Design decode, sky130hd; sources not shown.
==> run_1/metal_stack.png <==
Two of the layers only.
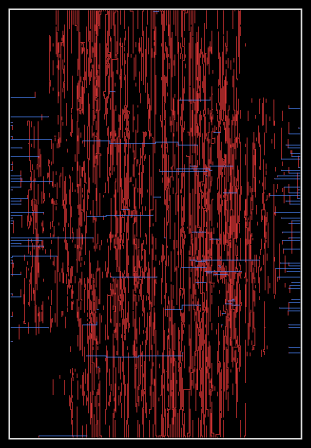
layer	colour	wire length
met3	blue	973 um
met2	red	15700 um
Routed WL per cell: 19.04 um
Tot GR Track Use: 0.1979
via count: 7756
wirelength, routed: 28410 um

==> run_1/wire_density.png <==
The die is cut into 14 by 21 equal tiles; dark purple is low, yellow is high, scaled to the fullest tile. Values are wire area over tile area, all layers added.
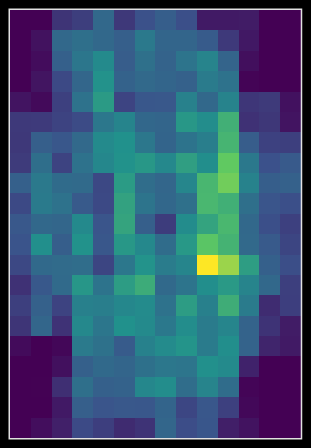
fullest tile	0.50
tiles over half the peak	12%
mean over tiles	0.15
nearly empty tiles	11%

==> run_1/registers.png <==
Scale bar: 50 um.
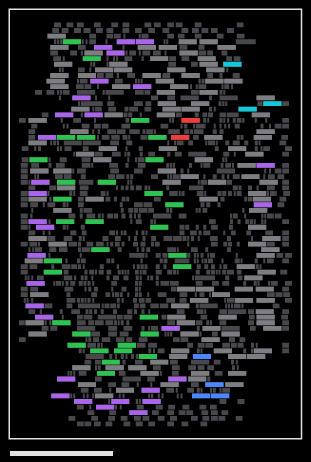
name in the netlist	colour	placed flops
pcOut	purple	30
branchTargetOut	green	32
rdOut	blue	4
classOut	cyan	3
state	red	2
not coloured	123
Flop area: 4855 sq um
P_seq: 1860 uW
fraction of the core area covered by cells at the end of the flow: 0.4872
Seq/total area: 0.3841

==> out/notes.md, run 1 <==
The flow ran to the end, and the final reports show no timing, DRC or antenna violations. During placement, the flow inserted port buffers numbering 190. With the adder-cell share of the synthesized area at 0.07496, the clock latency at the later pin of the worst-skew pair is 440 ps.

The run gives 0.3978 for the share of the clock period used by the worst path. Count of max-cap constraint violations: 0. The fraction of synthesized area in multiplexers came out at 0.09019. The logs give 0 for the number of antenna violations at the first check in global routing and 818 uW for the total clock network power. With the combinational share of power at 0.591, the number of buffers created by CTS is 17. The run gives 0 for the number of warnings reported in the yosys synthesis log. The end-of-flow timing check tallies setup violations at 0. The average footprint of a synthesized cell is 10.00 sq um. Dividing total power by cell area gives a power density of 517.6 nW/um^2. The via count of the first global-routing pass is 8026. The most used flip-flop cell after synthesis is dfrtp_1. The finished cells cover 12640 sq um. Looking at the setup timing report, the critical path kind is reg2reg.

Setup repair after global routing left no endpoint under its margin. The logs give 0 for the final antenna diode count and 0 for the total DRC errors in the routed layout. The share of final-layout standard cells stronger than drive strength 1 is 0.1009, and the final RePlAce weighted congestion is 0.8920. The clock net in this run drives a total of 194 sinks.

The report lists the number of cells resized after CTS as 0. For the number of nets in the finished design, the log shows 1273. After synthesis, the most frequently instantiated cells are 234 x nand2_1, 194 x dfrtp_1, 75 x o21ai_0.

Simple-gate share of the synthesized area: 0.1425. From left edge to right edge, the die measures 140.8 um. The length of the first detailed-routing pass in iterations was 6; the depth of the most critical reg-to-reg path was 9.

Per the timing report, the achievable frequency comes out to 0.3066 GHz. The complex-gate fraction of the synthesized area is 0.1419, and the net count of the mapped netlist is 1104. Sort of element at the start of the critical path: a register. The area share of xor/xnor cells in the synthesized design is 0.02418. Yosys shows that the main logic family after synthesis is simple AND/OR/NAND/NOR gates. Pins over their slew limit in the final report were tallied at 0. The y dimension of the die came out at 207.1 um. The tools report the mapped cell area as 9781 sq um. The logs give 12070 sq um for the placed instance area and 4 for the total number of H-tree levels.

The tools report the core utilization at floorplan as 0.3770. Endpoints failing hold in the final report were tallied at 0. Clock edge transition at the registers on the reported setup and hold paths: 70 ps. The async set or reset register ratio after synthesis is 1.000, and the DRC violation total after the first TritonRoute iteration is 513.

The run gives 0.3621 as the relative slew slack. The pin closest to its max-slew limit shows a slew of 956.9 ps. The synthesized design spends more area on one cell type than any other, namely dfrtp_1.

The run gives 5.198 for the via count normalized by instance count. The run gives 0 for the post-synth tally of flip-flops with integrated enable. The critical path maximum fanout is 27. TritonCTS built the clock tree. Counting distinct cell types in the post-synthesis netlist gives 59. The run gives 0.2014 mV for the maximum vdd ir drop. The power share of the sequential group was 0.284; the buffer depth of the longest clock path was 2.

The routed design could run at a clock period as short as 3262 ps. The combinational power reported by the tool is 3870 uW. The timing report gives the worst reg2reg path a setup slack of 4940 ps. According to the dpl log, the detail-placed design has an HPWL of 21130 um.

The pre-CTS setup check shows a worst slack of 4408 ps. The leakage component of the power was reported as 0.005651 uW. The number of nets with antenna violations after detailed routing is 0, and the pin count of the biggest net entering global routing is 86.
-- run 1: layout by cell type, fill, tap and decap left out, types with 13 or more instances in the layout --
| cell type | instances |
|---|---|
| xor2_1 | 13 |
| o21ai_0 | 75 |
| clkbuf_16 | 17 |
| a21oi_1 | 46 |
| dfrtp_1 | 194 |
| mux2i_1 | 15 |
| xnor2_1 | 14 |
| nand3_1 | 13 |
| ha_1 | 57 |
| o22ai_1 | 16 |
| nor2_1 | 26 |
| nand2_1 | 234 |
| clkdlybuf4s50_1 | 190 |
| mux2_2 | 65 |
| inv_1 | 22 |
-- run 1: final cells by class --
type / count / area, sq um
Tap cell: 333 / 416.7
Fill cell: 2542 / 13310
Clock buffer: 20 / 436.7
Timing Repair Buffer: 201 / 2047
Multi-Input combinational cell: 710 / 4659
Inverter: 23 / 93.84
Sequential cell: 194 / 4855
Clock inverter: 11 / 131.4
-- run 1: through the flow --
step / power, uW / instances / hold slack [ps]
final: 6543 / 1492 / 368.5
after CTS: 6623 / 1492 / 367.6
after floorplan: 4375 / 978 / 331.2
after detailed placement: 5768 / 1461 / 342.7
after global routing: 7116 / 1492 / 370.5
after global placement: 5678 / 1455 / 335.9
-- run 1: layer usage --
metal	global-route usage	routed length, um	up-vias
li1	-	-	3783
met2	0.3671	15680	149
met1	0.2307	11320	3804
met4	0.05249	428	0
met5	0	0	-
met3	0.03853	972	20
-- run 1: critical path: stages, from the launching register on --
cell	delay [ps]
dfrtp_1	970
ha_1	380
ha_1	380
a21oi_1	150
o21ai_0	90
a21oi_1	340
a21oi_2	170
a31oi_4	250
o21ai_0	120
a221o_1	300
==> run_1/density.png <==
Scale bar: 50 um. The die is cut into 14 by 21 equal tiles; dark purple is low, yellow is high, 0 to 100% covered.
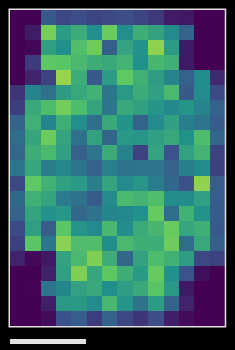

==> run 2, diff against run 1 <==
==> constraint.sdc (replaced) <==
create_clock -name clk -period 3.28 [get_ports clk]
set_input_delay 0.656 -clock clk [delete_from_list [all_inputs] [get_ports clk]]
set_output_delay 0.656 -clock clk [all_outputs]
set_load 0.02 [all_outputs]
==> run_2/density.png <==
Scale bar: 50 um. The die is cut into 14 by 21 equal tiles; dark purple is low, yellow is high, 0 to 100% covered.
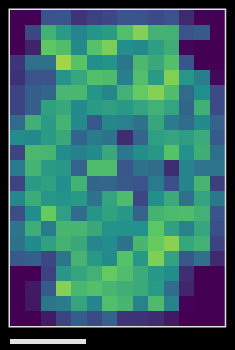
fullest tile	86%
tiles over 75% full	4.1%
nearly empty tiles	9.5%
mean over tiles	43%
Core Util at FP: 0.3770
core box area: 25940 sq um
fraction of the core area covered by cells at the end of the flow: 0.4934

==> run 2 against run 1 <==
Effect of this change:
- clock skew fell by 2.0 ps
- flip-flop count unchanged
- sequential share of layout area down 0.49 points
- count of clock-buffer cells in the layout up 1
- worst hold slack got worse by 15 ps
- wire length is 2.1% higher
- non-clock buffer count increased by 11
- final cell count is 0.87% higher
- synthesized area is the same
- via count up 1.2%
- worst setup slack got worse by 4600 ps
- clock power rose to 2.8 times the previous value
==> out/notes.md, run 2 <==
The flow ran to the end, and the final reports show no timing, DRC or antenna violations. The count of buffers inserted at the top-level ports came out at 190. Traced cell by cell, the critical path runs through ha_1 -> ha_1 -> fa_1 -> a21oi_2 -> o211ai_1 -> a21oi_1 -> a21oi_2 -> a31oi_4 -> o21ai_0 -> a221o_1. The run gives 16790 uW as the overall power. The critical path in this run is classified as reg2reg. The wire length recorded after detailed routing is 29010 um.

Yosys reports that the most numerous cell types are 234 x nand2_1, 194 x dfrtp_1, 75 x o21ai_0. On the reported timing paths, the clock transition at the registers reads 70 ps. After detailed routing, the average wire length per cell comes to 19.28 um. The main flop type was dfrtp_1.

The async set or reset register ratio after synthesis was 1.000. TritonCTS built the clock tree. The final timing report counts setup violations totalling 0.

According to the dpl log, the detail-placed design has an HPWL of 21310 um. The CTS log lists the clock sinks for this run as 194. Worst-path cell with the longest stage delay: dfrtp_1. Hold violation count in the final report: 0. The cell family with the largest share of critical-path delay was AND-OR/OR-AND gates.

The number of filler cells placed in the layout is 2473. For this design the ratio of total power to cell area is 1312 nW/um^2. The final critical delay including setup and external delays is 2942 ps, and the length of the first detailed-routing pass in iterations is 5. The tools report the global-route usage over all layers as 0.2026. Share of final-layout standard cells stronger than drive strength 1: 0.1127. The clock H-tree reported by CTS has 4 levels. The run gives 0.4915 for the relative slew slack. Counting cells, the worst reg-to-reg path comes to 10. Logged for this run, the post-placement worst setup slack is 267.0 ps. The cell type contributing the most total cell area after synthesis was dfrtp_1.

Per the detail_route report, DRC violations left total 0. Along the worst path, the maximum fanout reaches 7. The die is 140.8 um wide. The final count of pins violating max slew was 0; the placed instance area was 12150 sq um. Per the TritonCTS log, the buffer count is 17. The via count of the first global-routing pass came out at 8135. STA classifies the critical path startpoint as a register. Maximum vdd ir drop: 0.6341 mV. Per the synthesis report, the number of distinct cell types is 59. Summed over all cells, the static leakage comes to 0.005732 uW. In the layout the commonest cells are 234 x nand2_1, 194 x dfrtp_1, 190 x clkdlybuf4s50_1, 75 x o21ai_0, 65 x mux2_2.

The number of nets with antenna violations after detailed routing was 0; the number of warnings reported in the yosys synthesis log was 0. The clock passes through at most 2 buffers. Count of max-cap constraint violations: 0. The timing report gives the biggest stage delay along the critical path as 480 ps.

The tools report the mapped cell area as 9781 sq um. The share of the clock period used by the worst path is 0.8971, and the worst-margin pin slew is 762.8 ps. Summing all non-filler instances in the final layout gives an area of 12800 sq um.
==> run 2: cell counts after synthesis <==
Identical to the previous run, type by type.
==> run 2: stage by stage <==
step | hold slack (ps) | cells
after detailed placement | 335.8 | 1472
after CTS | 356.2 | 1504
after global placement | 333.6 | 1472
after global routing | 363.6 | 1505
after floorplan | 331.2 | 978
final | 353.3 | 1505
==> run 2: timing repair <==
action,CTS,global route
gates resized,0,1
setup endpoints to repair,0,1
hold endpoints to repair,0,0
==> run 2: area by class of cell <==
type | count | area (sq um) | area share
sequential | 194 | 4855 | 0.3792
multi-input combinational | 710 | 4663 | 0.3642
timing repair buffer | 212 | 2130 | 0.1663
clock buffer | 21 | 470.5 | 0.03675
tap | 333 | 416.7 | 0.03254
clock inverter | 11 | 175.2 | 0.01368
inverter | 23 | 90.09 | 0.007037
antenna | 1 | 2.502 | 0.0001955
==> run 2: power by group <==
group          leakage [uW]  switching [uW]  total, uW  internal [uW]
Clock              0.000310             960       2300           1340
Combinational       0.00302            5800      10100           4310
Sequential          0.00241             883       4380           3500
Total               0.00573            7640      16800           9150
==> run 2: cells by family after synthesis <==
logic type | count (synthesis) | synth area share
xor+xnor | 27 | 0.02418
simple gates | 328 | 0.1425
buf+inv | 74 | 0.02993
compound gates | 217 | 0.1419
flops | 194 | 0.4964
mux | 80 | 0.09019
fa+ha+maj | 58 | 0.07496
==> run 2: per-layer routing <==
layer	up-vias	GRT usage	part of all wire
met5	-	0	0
met4	0	0.07924	0.031
met3	38	0.03323	0.034
met2	157	0.3626	0.53
met1	3853	0.2405	0.41
li1	3800	-	-
Power and IR drop assume default switching activity.
